$ cat src/rtl/wb_rr_arbiter2.sv
// Two-master Wishbone round-robin arbiter with a slave-wait timeout.
// Ownership holds while the owner keeps cyc high; timeout ends a stalled access.
module wb_rr_arbiter2 #(
  parameter int TIMEOUT = 1024
) (
  input  logic        wb_clk_i,
  input  logic        wb_rst_i,
  input  logic [63:0] m_adr_i,
  input  logic [63:0] m_dat_i,
  input  logic [7:0]  m_sel_i,
  input  logic [1:0]  m_we_i,
  input  logic [1:0]  m_cyc_i,
  input  logic [1:0]  m_stb_i,
  input  logic [5:0]  m_cti_i,
  input  logic [3:0]  m_bte_i,
  output logic [31:0] m_dat_o,
  output logic [1:0]  m_ack_o,
  output logic [1:0]  m_err_o,
  output logic [31:0] s_adr_o,
  output logic [31:0] s_dat_o,
  output logic [3:0]  s_sel_o,
  output logic        s_we_o,
  output logic        s_cyc_o,
  output logic        s_stb_o,
  output logic [2:0]  s_cti_o,
  output logic [1:0]  s_bte_o,
  input  logic [31:0] s_dat_i,
  input  logic        s_ack_i,
  input  logic        s_err_i,
  output logic [1:0]  grant_o
);

  typedef enum logic [1:0] {IDLE, OWN0, OWN1} state_e;

  localparam int CW = $clog2(TIMEOUT + 1);

  state_e          state_q, state_d;
  logic            last_q, last_d;
  logic [CW-1:0]   tmo_cnt_q, tmo_cnt_d;

  logic own, own0, sel;
  logic cyc_x, stb_x, we_x;
  logic tmo_inc, tmo_fire;

  assign own  = (state_q != IDLE);
  assign own0 = (state_q == OWN0);
  assign sel  = (state_q == OWN1);

  assign cyc_x = sel ? m_cyc_i[1] : m_cyc_i[0];
  assign stb_x = sel ? m_stb_i[1] : m_stb_i[0];
  assign we_x  = sel ? m_we_i[1]  : m_we_i[0];

  assign tmo_inc  = own & stb_x & ~s_ack_i & ~s_err_i;
  assign tmo_fire = tmo_inc && (tmo_cnt_q == CW'(TIMEOUT - 1));

  always_comb begin
    state_d = state_q;
    unique case (state_q)
      IDLE: begin
        if (m_cyc_i[0] && m_cyc_i[1])
          state_d = last_q ? OWN0 : OWN1;
        else if (m_cyc_i[0])
          state_d = OWN0;
        else if (m_cyc_i[1])
          state_d = OWN1;
      end
      OWN0: if (!m_cyc_i[0])
        state_d = m_cyc_i[1] ? OWN1 : IDLE;
      OWN1: if (!m_cyc_i[1])
        state_d = m_cyc_i[0] ? OWN0 : IDLE;
      default: state_d = IDLE;
    endcase
  end

  always_comb begin
    last_d = last_q;
    if (state_d != state_q) begin
      if (state_d == OWN0) last_d = 1'b0;
      if (state_d == OWN1) last_d = 1'b1;
    end
  end

  // Counter restarts on any grant change so a new owner gets a full budget
  always_comb begin
    tmo_cnt_d = '0;
    if (tmo_inc && !tmo_fire && (state_d == state_q))
      tmo_cnt_d = tmo_cnt_q + CW'(1);
  end

  always_ff @(posedge wb_clk_i) begin
    if (wb_rst_i) begin
      state_q   <= IDLE;
      last_q    <= 1'b1;
      tmo_cnt_q <= '0;
    end else begin
      state_q   <= state_d;
      last_q    <= last_d;
      tmo_cnt_q <= tmo_cnt_d;
    end
  end

  assign s_adr_o = sel ? m_adr_i[63:32] : m_adr_i[31:0];
  assign s_dat_o = sel ? m_dat_i[63:32] : m_dat_i[31:0];
  assign s_sel_o = sel ? m_sel_i[7:4]   : m_sel_i[3:0];
  assign s_cti_o = sel ? m_cti_i[5:3]   : m_cti_i[2:0];
  assign s_bte_o = sel ? m_bte_i[3:2]   : m_bte_i[1:0];
  assign s_we_o  = own & we_x;
  assign s_cyc_o = own & cyc_x;
  assign s_stb_o = own & stb_x & ~tmo_fire;

  assign m_dat_o = s_dat_i;
  assign m_ack_o = {sel & s_ack_i, own0 & s_ack_i};
  assign m_err_o = {sel & (s_err_i | tmo_fire),
                    own0 & (s_err_i | tmo_fire)};
  assign grant_o = {sel, own0};

endmodule

$ cat config.mk
export PLATFORM = sky130hd
export DESIGN_NAME = wb_rr_arbiter2
export DESIGN_NICKNAME = d
export VERILOG_FILES = /design/src/rtl/wb_rr_arbiter2.sv
export SDC_FILE = /design/constraint.sdc
export NUM_CORES = 1
export LEC_CHECK = 0
export CORE_AREA = 2 2 117 119
export CTS_BUF_LIST = sky130_fd_sc_hd__clkbuf_8
export DETAILED_ROUTE_END_ITERATION = 10
export DIE_AREA = 0 0 119 121
export PLACE_DENSITY = 0.59
export REMOVE_ABC_BUFFERS = 1
export SLEW_MARGIN = 20
export SYNTH_ARGS = -nofsm -noshare
export SYNTH_HDL_FRONTEND = slang
export SYNTH_SLANG_ARGS = --single-unit
$ cat constraint.sdc
create_clock -name wb_clk_i -period 2.85 [get_ports wb_clk_i]
set_clock_uncertainty 0.2 [all_clocks]
set_input_delay 0.57 -clock wb_clk_i [delete_from_list [all_inputs] [get_ports wb_clk_i]]
set_output_delay 0.57 -clock wb_clk_i [all_outputs]
set_load 0.02 [all_outputs]
Figure 1. Clock wires, drivers and flops.
Bar = 20 um.
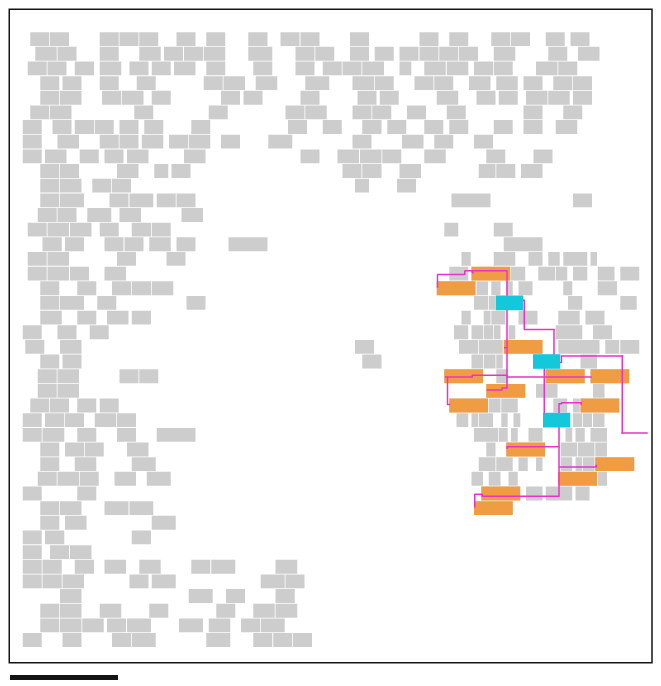
[cyan] clock drivers | count: 3
[magenta] clock wires | length: 207 um
[orange] flip-flops | count: 14
flops lie: right middle
clock power share: 16.7%
clock network power consumption: 0.192 mW
latest clock arrival within the worst-skew pair: 240 ps

Figure 2. Placed cells, one color a class.
Fill, decap, tap and diode cells in gray.
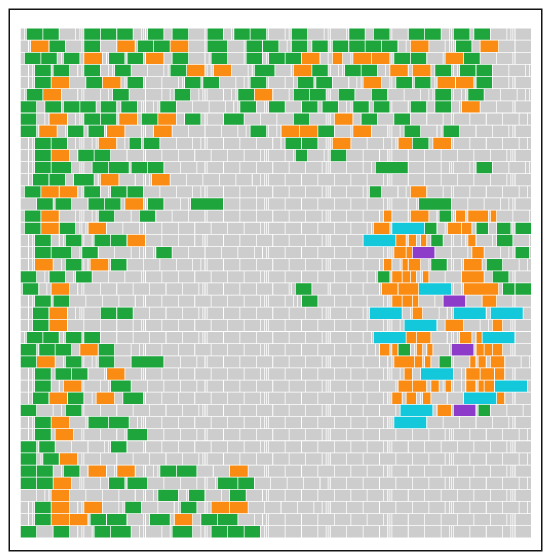
[green] remaining buffers and delay cells | cells: 250 | share of their area: 61%
[orange] combinational and other logic | cells: 143 | share of their area: 31%
[purple] clock drivers and dummy loads | cells: 4 | share of their area: 1.3%
[cyan] sequential cells | cells: 14 | share of their area: 6.7%
Core Footprint: 0.0131 mm^2
final core occ: 33.8%
Rows: 42

Figure 3. Cell outlines without signal wires.
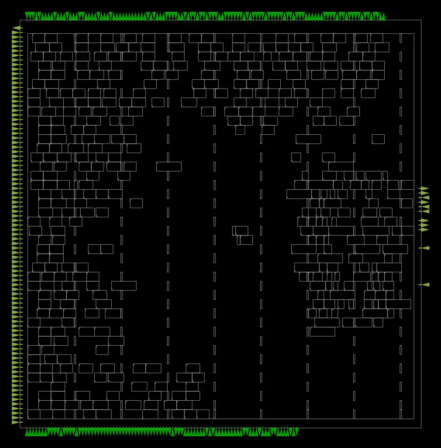
register fraction of the total cell area: 6.33%
Flops: 14

Figure 4. Pin placement.
Pins as bars across the die edge, other pins in gray.
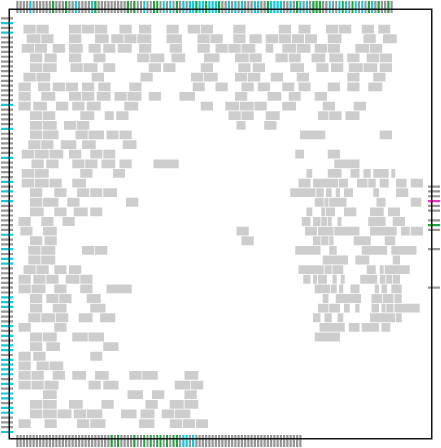
[magenta] `s_stb_o` | pins: 1 | direction: output | edge: right
[green] `s_dat_o` | pins: 32 | direction: output | edge: 21 top, 10 bottom, 1 right
[cyan] `m_dat_i` | pins: 64 | direction: input | edge: 32 top, 29 left, 3 bottom
number of port buffers: 237
Chip Height: 121 um
die boundary width: 119 um

==> Slide: Implementation Results <==
Flow Results at a Glance

Synthesis
  • Most numerous cell types in the synthesized netlist: 73 x sky130_fd_sc_hd__mux2_2, 35 x sky130_fd_sc_hd__buf_4, 14 x sky130_fd_sc_hd__dfxtp_1, 9 x sky130_fd_sc_hd__nor2_2
  • Cell with the most instances after synthesis: sky130_fd_sc_hd__mux2_2
  • Max-area cell share: 43.8%
  • Dominant combinational family: multiplexers
  • Share of synthesized registers carrying an async set or reset: 0%
  • Xor/xnor cell area share of the yosys netlist: 3.73%
  • Register area share after synthesis: roughly 15%
  • Biggest area consumer among synthesized cells: sky130_fd_sc_hd__mux2_2
  • Cell types occupying the most area after synthesis: sky130_fd_sc_hd__mux2_2 44%, sky130_fd_sc_hd__dfxtp_1 15%, sky130_fd_sc_hd__buf_4 14%, sky130_fd_sc_hd__nor2_2 3.0%, sky130_fd_sc_hd__xnor2_1 2.8%
  • Yosys simple share: 15.0%
  • Syn Std Cell Area: around 0.0019 mm^2
  • Synthesized netlist cell count: approximately 200
  • Post-synth area from yosys stat: 0.00188 mm^2
  • Syn Area/Cell: 9.34 um^2
  • Synthesized-area fraction occupied by adder cells: about 1.3%

Critical path
  • Register-to-Register Setup Slack: 780 ps
  • Element type at the critical path start: flip-flop
  • End point of the critical path: s_adr_o[22]
  • Worst endpoint required time: 2080 ps
  • Cell type group with the largest total delay on the critical path: buffers and inverters
  • Worst r2r dst: last_q
  • Slowest stage delay, CP: about 550 ps
  • Setup crit end kind: primary output
  • Worst path bufs/invs: 4
  • Worst endpoint data arrival time: 2020 ps
  • Origin of the worst setup path: state_q[1]
  • Worst R2R Path Depth: 8
  • Slowest cell on the critical path: sky130_fd_sc_hd__clkdlybuf4s50_1

Floorplan
  • Area of the die: approximately 0.014 mm^2
  • # IOs: 302
  • FP Util: 14.3%
  • Tapcell Cnt: 176

Routing
  • Tally of nets with antenna violations remaining after routing: 0
  • DRT Pass-1 Iters: 4
  • Highest Signal Layer: met4
  • Met1 wire length: 4.14 mm
  • Met3 routed wirelength: between 1 and 1.5 mm
  • Final routed wirelength across all metal layers: 10.5 mm
  • Routed wl met2: 5.18 mm
  • First DRT Iteration DRCs: between 50 and 60

GRT
  • Number of global-route vias before repair: 2394
  • Met1 routing resource usage after global routing: 15.4%
  • Busiest layer in global routing: met2
  • Global routing met2 resource utilization: 21.4%
  • Antenna violations before repair: 2
  • Maximum number of pins on one net before global-route repair: 20
  • Total global routing track utilization: a little over an eighth

Final timing
  • Ratio of final minimum period to clock period: 98.1%
  • Total setup violations reported at the end of the flow: 0
  • Worst slew slack as a fraction of its limit: between 70% and 80%
  • PnR worst setup slack: around 56 ps
  • Max-slew violation count: 0
  • Achievable Freq: 358 MHz
  • Final worst hold slack: 329 ps

Final layout
  • Nets: 602
  • Filler cells: 1363
  • Number of combinational gates with multiple inputs: ~140
  • Non-clock buffer share of cell area: 57.9%
  • Multi-input gate area in the final layout: 0.00129 mm^2
  • Non-Clock Buffer Count: 250
  • Max FFs per register: 11
  • Top reg by flops: tmo_cnt_q
  • Final-layout clock buffer total: 4
  • Proportion of cell area spent on the clock network: 1.24%
  • Number of antenna repair diodes: 3
  • Post-Layout Inst Area: 0.00443 mm^2

Power
  • Power attributed to sequential cells: about 0.2 mW
  • Net Switching: 0.369 mW
  • Power density over cell area: 260 mW/mm^2
  • Static Leak: roughly 1.7 nW
  • Switching portion of total power: between 30% and 40%
  • Maximum resistive drop on vdd: around 0.10 mV

Clocking
  • Clock-pin slew reported for the worst setup and hold paths after clock tree synthesis: approximately 60 ps
  • Cell resize tally after clock tree synthesis: 2
  • Level count of the clock H-tree: 1
  • Cts bufs inserted: 3
  • Post-CTS Hold Fix Bufs: 0

Status
  • Run status: completed

Worst hold path
  • Worst min-delay path startpoint: tmo_cnt_q[10]
  • Capture endpoint of the worst hold path: tmo_cnt_q[10]

Place
  • Number of placed instances with taps included: 583

Run
  • Tool warnings: 26
No activity file was given, so power comes from the tool's default toggle rates.
